run_1/final_congestion.png
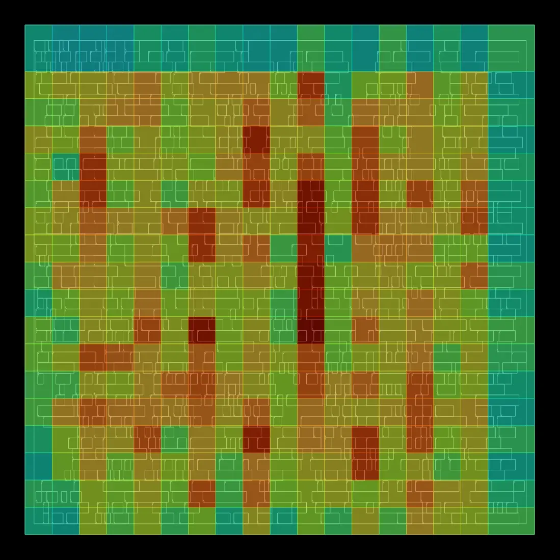
run_1/metal_stack.png
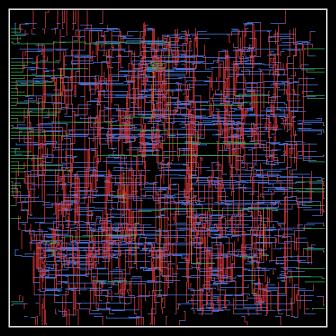
run_1/density.png
The die is cut into 13 by 13 equal tiles; white is low, dark blue is high, 0 to 100% covered.
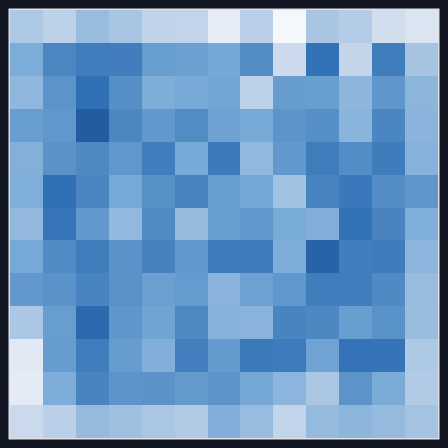
==> config.mk <==
export PLATFORM = sky130hd
export DESIGN_NAME = imager_crop
export DESIGN_NICKNAME = d
export VERILOG_FILES = /design/src/rtl/imager_crop.sv
export SDC_FILE = /design/constraint.sdc
export NUM_CORES = 1
export LEC_CHECK = 0
export CAP_MARGIN = 20
export CELL_PAD_IN_SITES_DETAIL_PLACEMENT = 1
export CELL_PAD_IN_SITES_GLOBAL_PLACEMENT = 1
export CORE_MARGIN = 2
export CORE_UTILIZATION = 46
export DETAILED_ROUTE_END_ITERATION = 8
export GPL_TIMING_DRIVEN = 0
export HOLD_SLACK_MARGIN = 0.02
export PLACE_DENSITY_LB_ADDON = 0.1
export SLEW_MARGIN = 20
export SYNTH_ARGS = -nofsm -noshare
export SYNTH_HDL_FRONTEND = slang
export SYNTH_SLANG_ARGS = --single-unit
==> constraint.sdc <==
create_clock -name clk -period 6 [get_ports clk]
set_input_delay 1.2 -clock clk [delete_from_list [all_inputs] [get_ports clk]]
set_output_delay 1.2 -clock clk [all_outputs]
set_load 0.005 [all_outputs]
==> src/rtl/imager_crop.sv <==
// imager_crop -- window crop and decimation for a frame/line-valid pixel stream.
//
// Keeps a window of the upstream frame that starts at line row_offset and
// pixel col_offset. Within the window it keeps one line out of every
// row_skip+1 and one pixel out of every col_skip+1. It emits at most out_rows
// lines and at most out_cols pixels per line. Every output is registered, so
// the output stream lags the input by exactly one clock. fv follows fv_in for
// each frame the block accepts. lv and dat only carry the kept pixels.
//
// A frame is accepted only from its fv_in rising edge, and only while enable
// is high. The crop settings are captured at that edge and stay fixed for the
// whole frame.
//
// Optional feature, selected by the macro IMAGER_CROP_STATS_EN:
//   defined   -> meas_rows/meas_cols report the input line count of the last
//                accepted frame and the pixel count of its last line. They
//                update in the same cycle that frame_done rises.
//   undefined -> meas_rows/meas_cols are tied to 0.
//
// Ports:
//   clk, reset_n            clock (rising edge); async active-low reset
//   enable                  block runs while high
//   fv_in, lv_in, dat_in    upstream frame valid, line valid, pixel
//   row_offset, col_offset  first input line / pixel kept
//   out_rows, out_cols      maximum output lines per frame / pixels per line
//   row_skip, col_skip      keep 1 of every skip+1 lines / pixels
//   fv, lv, dat             registered cropped stream (dat is 0 when lv is low)
//   frame_done              one-cycle pulse after each accepted frame ends
//   meas_rows, meas_cols    measured input frame size (see macro above)

module imager_crop #(
   parameter int DATA_WIDTH     = 10,
   parameter int NUM_ROWS_WIDTH = 12,
   parameter int NUM_COLS_WIDTH = 12
) (
   input  logic                      clk,
   input  logic                      reset_n,
   input  logic                      enable,
   input  logic                      fv_in,
   input  logic                      lv_in,
   input  logic [DATA_WIDTH-1:0]     dat_in,
   input  logic [NUM_ROWS_WIDTH-1:0] row_offset,
   input  logic [NUM_COLS_WIDTH-1:0] col_offset,
   input  logic [NUM_ROWS_WIDTH-1:0] out_rows,
   input  logic [NUM_COLS_WIDTH-1:0] out_cols,
   input  logic [1:0]                row_skip,
   input  logic [1:0]                col_skip,
   output logic                      fv,
   output logic                      lv,
   output logic [DATA_WIDTH-1:0]     dat,
   output logic                      frame_done,
   output logic [NUM_ROWS_WIDTH:0]   meas_rows,
   output logic [NUM_COLS_WIDTH:0]   meas_cols
);

   localparam int RW = NUM_ROWS_WIDTH;
   localparam int CW = NUM_COLS_WIDTH;

   localparam logic [RW:0]   LINE_ONE = 1;
   localparam logic [RW-1:0] KROW_ONE = 1;
   localparam logic [CW:0]   COL_ONE  = 1;
   localparam logic [CW-1:0] KCOL_ONE = 1;

   typedef enum logic {IDLE = 1'b0, ACTIVE = 1'b1} state_t;

   state_t state, state_next;

   // Saturating increments: counters stop at all-ones instead of wrapping.
   function automatic logic [RW:0] inc_line(input logic [RW:0] x);
      return (&x) ? x : x + LINE_ONE;
   endfunction

   function automatic logic [RW-1:0] inc_krow(input logic [RW-1:0] x);
      return (&x) ? x : x + KROW_ONE;
   endfunction

   function automatic logic [CW:0] inc_col(input logic [CW:0] x);
      return (&x) ? x : x + COL_ONE;
   endfunction

   function automatic logic [CW-1:0] inc_kcol(input logic [CW-1:0] x);
      return (&x) ? x : x + KCOL_ONE;
   endfunction

   // Phase counter that replaces the modulo test. It cycles 0..skip, and
   // phase 0 marks a line or pixel that is kept.
   function automatic logic [1:0] next_phase(input logic [1:0] p, input logic [1:0] skip);
      return (p == skip) ? 2'd0 : p + 2'd1;
   endfunction

   // Previous-cycle copies of the upstream strobes, used for edge detection.
   logic fv_in_p1;
   logic lv_in_p1;

   // Crop settings captured when a frame is accepted.
   logic [RW-1:0] cfg_row_offset, cfg_out_rows;
   logic [CW-1:0] cfg_col_offset, cfg_out_cols;
   logic [1:0]    cfg_row_skip, cfg_col_skip;

   logic [RW:0]   line_cnt;
   logic [1:0]    row_phase;
   logic [RW-1:0] kept_rows;
   logic [CW:0]   col_cnt;
   logic [1:0]    col_phase;
   logic [CW-1:0] kept_cols;

   logic          fv_rise, fv_fall, entering, run, lv_act, lv_rise, lv_fall, frame_end;
   logic [RW-1:0] c_row_offset, c_out_rows;
   logic [CW-1:0] c_col_offset, c_out_cols;
   logic [1:0]    c_row_skip, c_col_skip;
   logic [RW:0]   cur_line;
   logic [1:0]    cur_row_phase;
   logic [RW-1:0] cur_kept_rows;
   logic [CW:0]   cur_col;
   logic [1:0]    cur_col_phase;
   logic [CW-1:0] cur_kept_cols;
   logic          line_ge, line_keep, col_ge, pix_keep;

   always_comb begin
      fv_rise   = fv_in & ~fv_in_p1;
      fv_fall   = ~fv_in & fv_in_p1;
      entering  = (state == IDLE) & enable & fv_rise;
      run       = enable & fv_in & ((state == ACTIVE) | entering);
      // lv_in is ignored outside an accepted frame.
      lv_act    = run & lv_in;
      lv_rise   = lv_act & ~lv_in_p1;
      lv_fall   = (state == ACTIVE) & lv_in_p1 & ~lv_act;
      frame_end = enable & (state == ACTIVE) & fv_fall;

      // In the capture cycle the latched settings are not loaded yet, so the
      // port values are used directly.
      c_row_offset = (state == IDLE) ? row_offset : cfg_row_offset;
      c_col_offset = (state == IDLE) ? col_offset : cfg_col_offset;
      c_out_rows   = (state == IDLE) ? out_rows   : cfg_out_rows;
      c_out_cols   = (state == IDLE) ? out_cols   : cfg_out_cols;
      c_row_skip   = (state == IDLE) ? row_skip   : cfg_row_skip;
      c_col_skip   = (state == IDLE) ? col_skip   : cfg_col_skip;

      // Line state reads as zero until the frame is active. This avoids
      // depending on a clear from the previous frame, which matters when
      // fv_in is low for only one cycle between frames.
      cur_line      = (state == IDLE) ? '0 : line_cnt;
      cur_row_phase = (state == IDLE) ? '0 : row_phase;
      cur_kept_rows = (state == IDLE) ? '0 : kept_rows;

      // The first lv_in pixel of a line is column 0.
      cur_col       = lv_rise ? '0 : col_cnt;
      cur_col_phase = lv_rise ? '0 : col_phase;
      cur_kept_cols = lv_rise ? '0 : kept_cols;

      line_ge   = ({1'b0, c_row_offset} <= cur_line);
      line_keep = line_ge & (cur_row_phase == 2'd0) & (cur_kept_rows < c_out_rows);
      col_ge    = ({1'b0, c_col_offset} <= cur_col);
      pix_keep  = lv_act & line_keep & col_ge & (cur_col_phase == 2'd0) &
                  (cur_kept_cols < c_out_cols);
   end

   always_comb begin
      state_next = state;
      case (state)
         IDLE:    if (entering) state_next = ACTIVE;
         ACTIVE:  if (!enable || fv_fall) state_next = IDLE;
         default: state_next = IDLE;
      endcase
   end

   // fv_in_p1 resets high. If fv_in is still high when reset is released,
   // no rising edge is seen, and the block waits for the next frame instead
   // of joining one that is already in progress.
   always_ff @(posedge clk or negedge reset_n) begin
      if (!reset_n) begin
         state      <= IDLE;
         fv_in_p1   <= 1'b1;
         lv_in_p1   <= 1'b0;
         fv         <= 1'b0;
         lv         <= 1'b0;
         dat        <= '0;
         frame_done <= 1'b0;
      end else begin
         state      <= state_next;
         fv_in_p1   <= fv_in;
         lv_in_p1   <= lv_act;
         fv         <= run;
         lv         <= pix_keep;
         dat        <= pix_keep ? dat_in : '0;
         frame_done <= frame_end;
      end
   end

   always_ff @(posedge clk) begin
      if (entering) begin
         cfg_row_offset <= row_offset;
         cfg_col_offset <= col_offset;
         cfg_out_rows   <= out_rows;
         cfg_out_cols   <= out_cols;
         cfg_row_skip   <= row_skip;
         cfg_col_skip   <= col_skip;
      end
   end

   always_ff @(posedge clk or negedge reset_n) begin
      if (!reset_n) begin
         line_cnt  <= '0;
         row_phase <= '0;
         kept_rows <= '0;
         col_cnt   <= '0;
         col_phase <= '0;
         kept_cols <= '0;
      end else begin
         if (entering) begin
            line_cnt  <= '0;
            row_phase <= '0;
            kept_rows <= '0;
         end else if (lv_fall) begin
            line_cnt <= inc_line(line_cnt);
            // The row phase only starts to advance at row_offset.
            if (line_ge) begin
               row_phase <= next_phase(row_phase, c_row_skip);
               if (line_keep) kept_rows <= inc_krow(kept_rows);
            end
         end
         if (lv_act) begin
            col_cnt <= inc_col(cur_col);
            if (col_ge) begin
               col_phase <= next_phase(cur_col_phase, c_col_skip);
               kept_cols <= pix_keep ? inc_kcol(cur_kept_cols) : cur_kept_cols;
            end else begin
               col_phase <= cur_col_phase;
               kept_cols <= cur_kept_cols;
            end
         end
      end
   end

`ifdef IMAGER_CROP_STATS_EN
   // Sampled on the fv_in falling edge. A line that ends in the same cycle
   // is still included.
   always_ff @(posedge clk or negedge reset_n) begin
      if (!reset_n) begin
         meas_rows <= '0;
         meas_cols <= '0;
      end else if (frame_end) begin
         meas_rows <= lv_fall ? inc_line(line_cnt) : line_cnt;
         meas_cols <= col_cnt;
      end
   end
`else
   assign meas_rows = '0;
   assign meas_cols = '0;
`endif

endmodule

==> reports/results.txt, run 1 <==
Fin area -> 0.00898 mm^2
Synth Area in XOR/XNOR -> 3.53%
RSZ-0062 raised after global routing -> no
Design Power -> 0.00224 W
Hold Crit Depth -> 1
Non-clk invs -> 12
Basic Gates by Area -> 18.3%
Worst path cell trace -> clkdlybuf4s50_1 > nand3_2 > or3_1 > buf_4 > clkbuf_1 > and2_1 > ha_1 > a21o_1 > a221o_1 > a221oi_4 > nand2_4 > or4b_4 > a21o_1
Slew headroom -> 39.6%
Largest regs -> col_cnt x13, line_cnt x13
Worst reg2reg path depth -> 13
DRT met1 WL -> 8.30 mm
Switching share of total power -> 24.1%
Crit path kind -> input pin to register
Reg2Reg Launch Point -> state$_DFF_PN0_
Crit-path slowest cell -> clkdlybuf4s50_1
Combinational power -> 0.000291 W
Area grow syn2layout -> 24.8%
Final std cells w/o fill -> 1000
Registers -> 122
Outcome -> completed
Fin crit period -> 5020 ps
Comb/total area -> 40.5%
DRT Pass-1 Iters -> 4
Fp_density -> 47.1%
Synth cell types -> 69
Dpl cell area -> 0.00839 mm^2
WL met3 -> 984 um
Register Area -> 0.00331 mm^2
I/O Buffers -> 79
Share of layout cells above drive strength 1 -> 13.2%
Power Dens Cells -> 249 mW/mm^2
Worst Hold Margin -> 515 ps
Final setup fails -> 0
Clock power share -> 45.6%
Setup tns final -> 0 ps
Max Freq -> 199 MHz
Fill cells -> 1639
DRT Wirelength -> 18.8 mm
Syn avg cell area -> 11.1 um^2
Seq group -> 0.000925 W
CORE AREA -> 0.0153 mm^2
Buf+Inv Stages, Crit Path -> 3
Initial antenna violation count -> 0
WP depth -> 13
Non-clk buf share -> 12.6%
Async set-or-reset flop fraction in the synthesized netlist -> 57.4%
Vias in the first global route -> 6099
Clock buffers -> 23
Via count -> 5560
Clock tree sinks -> 122
Finished Core Util -> 58.8%
CTS buffer count -> 17
Crit path arrival time -> 5340 ps
Count of tool warnings -> 26
Post-CTS Hold Buffers -> 0
Logic pwr share -> 13.0%
Total Routing Usage GR -> 23.8%
Clk latency late pin -> 420 ps
CP delay by family, top -> simple AND/OR/NAND/NOR gates
Pwr top -> clock
Top sig layer -> met4
Critical Path End -> kept_cols[1]$_DFFE_PN0N_
Part of the power in registers -> 41.4%
Largest net degree at the start of global routing -> 50
R2r setup slk -> 1180 ps
Data required time of the worst path -> 6320 ps
Yosys stat cell total -> 650
First-pass GRT wire length -> 30.8 mm
Final antenna-violating net count -> 0
Max Cap Viol -> 0
Internal -> 0.00170 W
Post-Synth Adder-Cell Area -> 9.01%
Width of the die -> 129 um
Buffers excl. clock -> 130
Leak pwr -> 3.79 nW
Htree depth -> 4
-- final_congestion.png (at the start) --
met3 Use GR: 6.65%
met1 usage: 29.3%
GR peak layer: met2

-- metal_stack.png (at the start) --
Red is met2, wire length 9310 um. Blue is met1, wire length 8300 um. Green is met3, wire length 985 um. Orange is met4, wire length 213 um.

-- density.png (at the start) --
The fullest tile reaches 82%. The mean over all tiles is 52%. 1.8% of the tiles are over 75% full.

run_1/gate_families.png
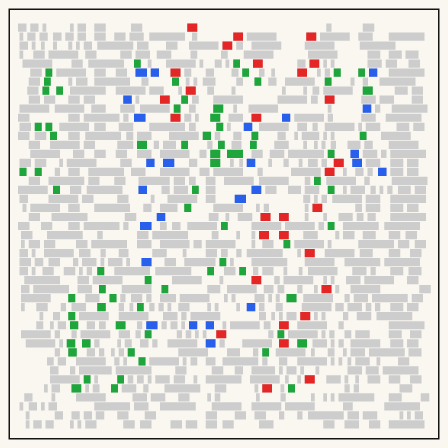

==> run 1 -> run 2 <==
--- a/config.mk
+++ b/config.mk
@@ -9,7 +9,7 @@
 export CELL_PAD_IN_SITES_DETAIL_PLACEMENT = 1
 export CELL_PAD_IN_SITES_GLOBAL_PLACEMENT = 1
 export CORE_MARGIN = 2
-export CORE_UTILIZATION = 46
+export CORE_UTILIZATION = 44
 export DETAILED_ROUTE_END_ITERATION = 8
 export GPL_TIMING_DRIVEN = 0
 export HOLD_SLACK_MARGIN = 0.02
==> constraint.sdc (replaced) <==
create_clock -name clk -period 4.75 [get_ports clk]
set_input_delay 0.95 -clock clk [delete_from_list [all_inputs] [get_ports clk]]
set_output_delay 0.95 -clock clk [all_outputs]
set_load 0.005 [all_outputs]
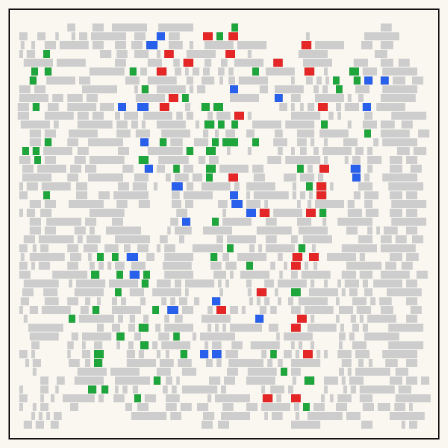
run_2/gate_families.png
Blue is AND-OR and OR-AND gates, cells 25. Red is XOR/XNOR gates, cells 29. Green is AND and OR gates, cells 71, where all over the die.

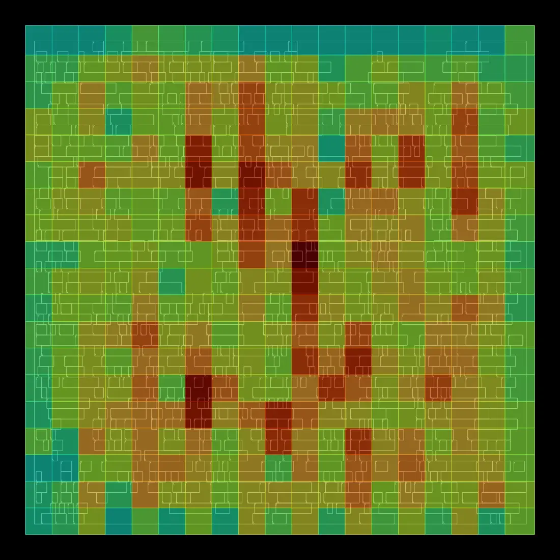
run_2/final_congestion.png
met3 Use GR: 6.77%
Finished Core Util: 56.8%
GR Util met2: 39.9%

==> run 2 against run 1 <==
  * Setup slack lost 780 ps
  * Die area grew 4.4%
  * Sequential cell count is the same
  * Non-clock buffer count shrank 2
  * Via count grew 1.7%
==> reports/results.txt, run 2 <==
Outcome -> completed
Max Freq -> 220 MHz
Root buffer cell -> clkbuf_16
Fin crit period -> 4550 ps
Data required time of the worst path -> 5070 ps (-1250 ps)
DRT Wirelength -> 18.8 mm (about the same)
Reg2Reg Launch Point -> state$_DFF_PN0_
Crit-path slowest cell -> clkdlybuf4s50_1
Top sig layer -> met4
Seq group -> 0.00117 W (+26%)
Met1 usage -> 26.8% (-2.5 points)
Setup tns final -> 0 ps (unchanged)
Logic pwr share -> 12.6% (-0.4 points)
Endpoint class of the critical path -> register
Async set-or-reset flop fraction in the synthesized netlist -> 57.4% (unchanged)
Count of tool warnings -> 26 (unchanged)
Dpl cell area -> 0.00840 mm^2 (+0.16%)
Worst path cell trace -> clkdlybuf4s50_1 > nand3_2 > or3_1 > buf_4 > and2_1 > ha_1 > a21o_1 > a221o_1 > a221oi_4 > nand2_4 > or4b_4 > a21o_1
Synth Area in XOR/XNOR -> 3.53% (unchanged)
Clock tree sinks -> 122 (unchanged)
Fp_density -> 45.1% (-2.0 points)
Via count -> 5655 (+1.7%)
Htree depth -> 4 (unchanged)
Registers -> 122 (unchanged)
Largest net degree at the start of global routing -> 56 (+12%)
Buffers excl. clock -> 128 (-1.5%)
Synth Instances -> 650
First-pass GRT wire length -> 31.8 mm (+3.2%)
CORE AREA -> 0.0159 mm^2 (+4.5%)
Worst reg2reg path depth -> 12 (-1)
Final setup fails -> 0 (unchanged)
Power Dens Cells -> 327 mW/mm^2 (+31%)
Critical Path End -> kept_cols[1]$_DFFE_PN0N_
R2r setup slk -> 460 ps (-720 ps)
Clk latency late pin -> 430 ps (about the same)
Yosys Chip Area -> 0.00719 mm^2
Final std cells w/o fill -> 1002 (+0.20%)
Final Slew Violations -> 0
Comb/total area -> 40.2% (-0.29 points)
Clock power share -> 47.9% (+2.3 points)
Switching share of total power -> 24.1% (about the same)
Share of layout cells above drive strength 1 -> 13.7% (+0.54 points)
GR peak layer -> met2
Fill cells -> 1711 (+4.4%)
Slew headroom -> 42.9% (+3.3 points)
Design Power -> 0.00296 W (+33%)
Worst Hold Margin -> 419 ps (-95.5 ps)
Non-clk buf share -> 12.5% (-0.084 points)
Number of logic gates -> 492
Synth cell types -> 69 (unchanged)
WL met3 -> 968 um (-1.6%)
I/O Buffers -> 79 (unchanged)
CP delay by family, top -> simple AND/OR/NAND/NOR gates
Internal -> 0.00225 W (+33%)
Leak pwr -> 3.81 nW (+0.55%)
Part of the power in registers -> 39.4% (-2.0 points)
Vias in the first global route -> 6272 (+2.8%)
Post-CTS Hold Buffers -> 0 (unchanged)
Post-cts sizing count -> 1
Max Cap Viol -> 0 (unchanged)
Total Routing Usage GR -> 22.8% (-0.91 points)
Initial antenna violation count -> 0 (unchanged)
Non-clk invs -> 12 (unchanged)
Largest regs -> col_cnt x13, line_cnt x13
Max IR drop VDD -> 278 uV
Pwr top -> clock
RSZ-0062 raised after global routing -> no
Area grow syn2layout -> 25.9%
Yosys stat cell total -> 650 (unchanged)
Basic Gates by Area -> 18.3% (unchanged)
Combinational power -> 0.000375 W (+29%)
Width of the die -> 132 um (+2.2%)
Fin area -> 0.00906 mm^2 (+0.89%)
Post-Synth Adder-Cell Area -> 9.01% (unchanged)
CTS buffer count -> 17 (unchanged)
Crit path kind -> input pin to register
Clock buffers -> 22 (-4.3%)
Crit path arrival time -> 4870 ps (-470 ps)
Syn avg cell area -> 11.1 um^2 (unchanged)
Buf+Inv Stages, Crit Path -> 2 (-1)
WP depth -> 12 (-1)
Final antenna-violating net count -> 0 (unchanged)
AND-OR/OR-AND share of the synthesized area -> 9.65%
DRT Pass-1 Iters -> 4 (unchanged)
DRT met1 WL -> 7.93 mm (-4.5%)
Register Area -> 0.00331 mm^2 (unchanged)
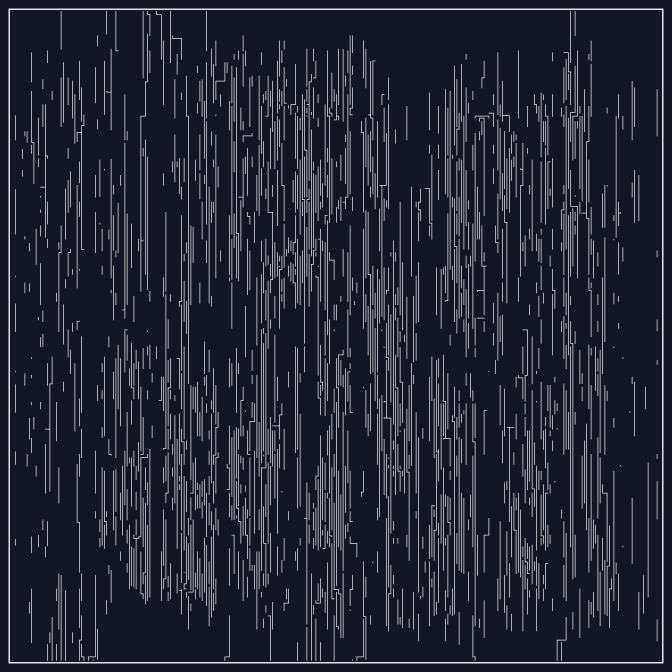
run_2/met2.png
The layer carries 9570 um of wire. The longest straight run is 54.1 um. The layer holds 51% of the routed length. 828 nets have wire on it.

Power and IR drop assume default switching activity.
